`src/rtl/alu_pkg.sv`:
```
// Shared types for the pipelined ALU: opcodes, FSM state encoding and flag layout.
// Flags are packed {negative, zero, carry, overflow}.
package alu_pkg;

    typedef enum logic [2:0] {
        OP_ADD = 3'd0,
        OP_SUB = 3'd1,
        OP_AND = 3'd2,
        OP_OR  = 3'd3,
        OP_XOR = 3'd4,
        OP_SHL = 3'd5,
        OP_SHR = 3'd6,
        OP_MUL = 3'd7
    } op_e;

    typedef logic [1:0] state_t;

    localparam state_t ST_IDLE = 2'd0;
    localparam state_t ST_BUSY = 2'd1;
    localparam state_t ST_DONE = 2'd2;

    localparam int FLAG_N = 3;
    localparam int FLAG_Z = 2;
    localparam int FLAG_C = 1;
    localparam int FLAG_V = 0;

    function automatic logic [3:0] make_flags(input logic neg, input logic zero,
                                              input logic carry, input logic ovf);
        logic [3:0] f;
        f         = '0;
        f[FLAG_N] = neg;
        f[FLAG_Z] = zero;
        f[FLAG_C] = carry;
        f[FLAG_V] = ovf;
        return f;
    endfunction

endpackage

```
`src/rtl/alu_mul_seq.sv`:
```
// Unsigned shift-add multiplier, one multiplier bit per cycle.
// Bit 0 is folded into the start cycle so done rises WIDTH-1 cycles after start.
module alu_mul_seq #(
    parameter int WIDTH = 8
) (
    input  logic                 clk,
    input  logic                 rst_n,
    input  logic                 start,
    input  logic [WIDTH-1:0]     a,
    input  logic [WIDTH-1:0]     b,
    output logic                 done,
    output logic [2*WIDTH-1:0]   product
);

    localparam int CW = $clog2(WIDTH);

    logic [2*WIDTH-1:0] acc;
    logic [2*WIDTH-1:0] mcand;
    logic [WIDTH-1:0]   mplier;
    logic [CW-1:0]      cnt;
    logic               run;

    always_ff @(posedge clk or negedge rst_n) begin
        if (!rst_n) begin
            acc    <= '0;
            mcand  <= '0;
            mplier <= '0;
            cnt    <= '0;
            run    <= 1'b0;
        end else if (start) begin
            acc    <= b[0] ? {{WIDTH{1'b0}}, a} : '0;
            mcand  <= {{(WIDTH-1){1'b0}}, a, 1'b0};
            mplier <= b >> 1;
            cnt    <= CW'(WIDTH - 1);
            run    <= 1'b1;
        end else if (run) begin
            if (cnt != '0) begin
                if (mplier[0]) begin
                    acc <= acc + mcand;
                end
                mcand  <= mcand << 1;
                mplier <= mplier >> 1;
                cnt    <= cnt - 1'b1;
            end else begin
                run <= 1'b0;
            end
        end
    end

    assign done    = run && (cnt == '0);
    assign product = acc;

endmodule

```
`src/rtl/alu_pipe.sv`:
```
// Single-issue ALU with valid/ready handshake; ops 0-6 complete in one cycle,
// MUL runs on the sequential multiplier for WIDTH cycles.
//
// state   | meaning
// IDLE    | no result pending, ready for a new op
// BUSY    | multiply in progress, not ready
// DONE    | result/flags held until out_ready; can accept the next op in the same cycle
module alu_pipe
    import alu_pkg::*;
#(
    parameter int WIDTH = 8
) (
    input  logic             clk,
    input  logic             rst_n,
    input  logic             in_valid,
    output logic             in_ready,
    input  logic [WIDTH-1:0] a,
    input  logic [WIDTH-1:0] b,
    input  logic [2:0]       op,
    output logic             out_valid,
    input  logic             out_ready,
    output logic [WIDTH-1:0] result,
    output logic [3:0]       flags
);

    localparam int SW = $clog2(WIDTH);

    state_t             state;
    op_e                op_sel;
    logic               accept;
    logic               mul_start;
    logic               mul_done;
    logic [2*WIDTH-1:0] product;
    logic [WIDTH-1:0]   mul_lo;
    logic               mul_hi_nz;
    logic [SW-1:0]      sh_amt;
    logic [WIDTH-1:0]   alu_res;
    logic               alu_c;
    logic               alu_v;

    assign op_sel    = op_e'(op);
    assign in_ready  = (state == ST_IDLE) || ((state == ST_DONE) && out_ready);
    assign out_valid = (state == ST_DONE);
    assign accept    = in_valid && in_ready;
    assign mul_start = accept && (op_sel == OP_MUL);
    assign sh_amt    = b[SW-1:0];
    assign mul_lo    = product[WIDTH-1:0];
    assign mul_hi_nz = |product[2*WIDTH-1:WIDTH];

    // Extra bit on the shifts catches the last bit shifted out as carry.
    always_comb begin
        logic [WIDTH:0] sum;
        logic [WIDTH:0] diff;
        logic [WIDTH:0] shl_ext;
        logic [WIDTH:0] shr_ext;
        sum     = {1'b0, a} + {1'b0, b};
        diff    = {1'b0, a} - {1'b0, b};
        shl_ext = {1'b0, a} << sh_amt;
        shr_ext = {a, 1'b0} >> sh_amt;
        alu_res = '0;
        alu_c   = 1'b0;
        alu_v   = 1'b0;
        case (op_sel)
            OP_ADD: begin
                alu_res = sum[WIDTH-1:0];
                alu_c   = sum[WIDTH];
                alu_v   = (a[WIDTH-1] == b[WIDTH-1]) && (sum[WIDTH-1] != a[WIDTH-1]);
            end
            OP_SUB: begin
                alu_res = diff[WIDTH-1:0];
                alu_c   = diff[WIDTH];
                alu_v   = (a[WIDTH-1] != b[WIDTH-1]) && (diff[WIDTH-1] != a[WIDTH-1]);
            end
            OP_AND: alu_res = a & b;
            OP_OR:  alu_res = a | b;
            OP_XOR: alu_res = a ^ b;
            OP_SHL: begin
                alu_res = shl_ext[WIDTH-1:0];
                alu_c   = shl_ext[WIDTH];
            end
            OP_SHR: begin
                alu_res = shr_ext[WIDTH:1];
                alu_c   = shr_ext[0];
            end
            default: ;
        endcase
    end

    alu_mul_seq #(.WIDTH(WIDTH)) u_mul (
        .clk     (clk),
        .rst_n   (rst_n),
        .start   (mul_start),
        .a       (a),
        .b       (b),
        .done    (mul_done),
        .product (product)
    );

    always_ff @(posedge clk or negedge rst_n) begin
        if (!rst_n) begin
            state  <= ST_IDLE;
            result <= '0;
            flags  <= '0;
        end else begin
            case (state)
                ST_IDLE, ST_DONE: begin
                    if (accept) begin
                        if (op_sel == OP_MUL) begin
                            state <= ST_BUSY;
                        end else begin
                            state  <= ST_DONE;
                            result <= alu_res;
                            flags  <= make_flags(alu_res[WIDTH-1], alu_res == '0, alu_c, alu_v);
                        end
                    end else if ((state == ST_DONE) && out_ready) begin
                        state <= ST_IDLE;
                    end
                end
                ST_BUSY: begin
                    if (mul_done) begin
                        state  <= ST_DONE;
                        result <= mul_lo;
                        flags  <= make_flags(mul_lo[WIDTH-1], mul_lo == '0, mul_hi_nz, 1'b0);
                    end
                end
                default: state <= ST_IDLE;
            endcase
        end
    end

endmodule

```
`config.mk`:
```
export PLATFORM = sky130hd
export DESIGN_NAME = alu_pipe
export DESIGN_NICKNAME = d
export VERILOG_FILES = /design/src/rtl/alu_pkg.sv /design/src/rtl/alu_mul_seq.sv /design/src/rtl/alu_pipe.sv
export SDC_FILE = /design/constraint.sdc
export NUM_CORES = 1
export LEC_CHECK = 0
export CORE_ASPECT_RATIO = 1.75
export CORE_UTILIZATION = 42
export DETAILED_ROUTE_END_ITERATION = 10
export GPL_TIMING_DRIVEN = 0
export PLACE_DENSITY = 0.57
export SLEW_MARGIN = 10
export SYNTH_ARGS = -nofsm -noshare
export SYNTH_HDL_FRONTEND = slang
export SYNTH_SLANG_ARGS = --single-unit
```
`constraint.sdc`:
```
create_clock -name clk -period 2.7 [get_ports clk]
set_input_delay 0.405 -clock clk [delete_from_list [all_inputs] [get_ports clk]]
set_output_delay 0.405 -clock clk [all_outputs]
set_load 0.03 [all_outputs]
```
Figure 1. M1 wires.
Bar = 20 um. Cells faint in the background.
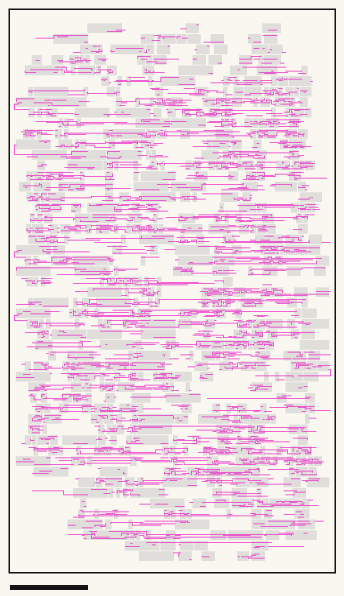
- wire length on this layer: 5860 um
- share of all routed wire: 35%
- main direction: horizontal
GR Util met1: 27.6%
drt total wl: 16600 um

Figure 2. The metal 2 layer.
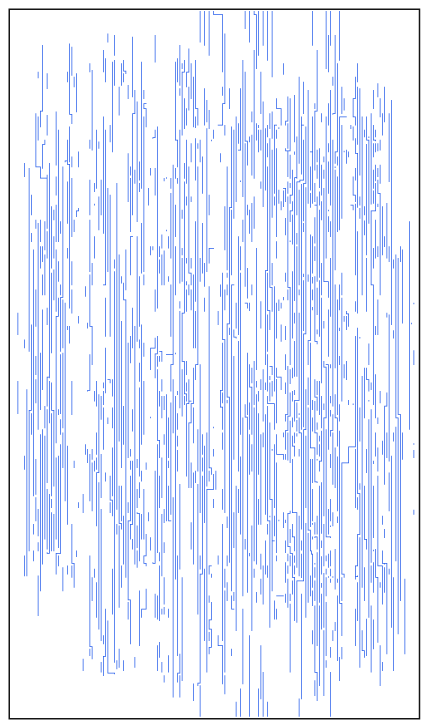
- nets with wire on the layer: 595
- main direction: vertical
- share of all routed wire: 55%
- wire length on this layer: 9070 um
- longest straight run: 79.9 um
M2 GR Usage: 54.9%
total number of vias: 4741

## layout by cell type (no fill, tap or decap), drive strengths merged, types with 15 or more instances in the layout
cell | synthesis | routed
clkbuf | 26 | 34
a31oi | 23 | 23
a211oi | 15 | 15
nand2 | 86 | 86
buf | 14 | 21
a21oi | 46 | 46
dfrtp | 55 | 55
inv | 30 | 30
clkdlybuf4s50 | 0 | 25
mux2i | 18 | 18
nor2 | 43 | 43
ha | 41 | 41
o21ai | 28 | 28
## metal layers
layer	vias up	track usage [%]
met1	2254	27.6
li1	2281	-
met3	65	2.55
met5	-	0
met4	0	20.3
met2	141	54.9
## power breakdown
part / total (mW) / switching, mW / internal (mW)
clock network: 0.678 / 0.306 / 0.372
registers: 1.45 / 0.299 / 1.15
logic: 2.33 / 1.33 / 0.994
==> reports/qor.txt <==
Layout non-clock buf frac -> 11.0%
dominant kind of combinational cell -> AND-OR/OR-AND gates
count of cells resized by post-cts repair -> 51
non-filler cells, final -> 789
final hold vios -> 0
yosys simple share -> 21.5%
TritonCTS clock tree -> yes
chip area -> 12100 um^2
status -> finished, final reports clean
share of the synthesized area in the top cell type -> 28.1%
Setup TNS -> 0 ps
clock root cell -> clkbuf_16
flops out of synthesis -> 55
final core utilization -> 51.5%
Area Overhead vs Synth -> 18.3%
crit start category -> primary input
CTS clk-pin slew, worst paths -> 70 ps
total CTS buffers -> 5
Crit. End Element -> flip-flop
crit-path leading delay family -> buffers and inverters
Die Wd -> 83.6 um
Cell area leaders -> dfrtp_1 28%, ha_1 10%, nand2_1 6.6%, a21oi_1 4.7%, mux2i_1 3.7%
yosys cell count -> 607
floorplan net count -> 674
Nets -> 723
CLK BUF -> 7
arrival time worst endpoint -> 2870 ps
Post-synth EDFFs -> 0
hpwl dp -> 13100 um
YS chip area -> 4890 um^2
number of port buffers -> 36
Critical Path Sink -> flags[2]$_DFFE_PN0P_
count leader, synth -> nand2_1
met1 WL -> 5860 um
global-route usage over all layers -> 28.2%
sequential cell count -> 55
Top class by area -> logic gates
Routed Antenna Nets -> 0
# Post-CTS Setup Buffers -> 6
placed cells -> 775
first-pass GRT wire length -> 26000 um
FF-to-FF setup slack -> 260 ps
TritonRoute pass-1 iters -> 5
cell type with the largest total area -> dfrtp_1
WL met2 -> 9070 um
Adder Area Share -> 11.7%
logic share of the area -> 57.8%
Clock Tree Buf Depth -> 2
Ant. Diodes -> 0
GR Overflow Total -> 0
slowest stage delay, CP -> 520 ps
cells after synthesis -> 607
Synth async-reset ratio -> 100%
mapped cell area -> 4890 um^2
post-place instance area -> 5420 um^2
Power is estimated from default activity; no workload was simulated.
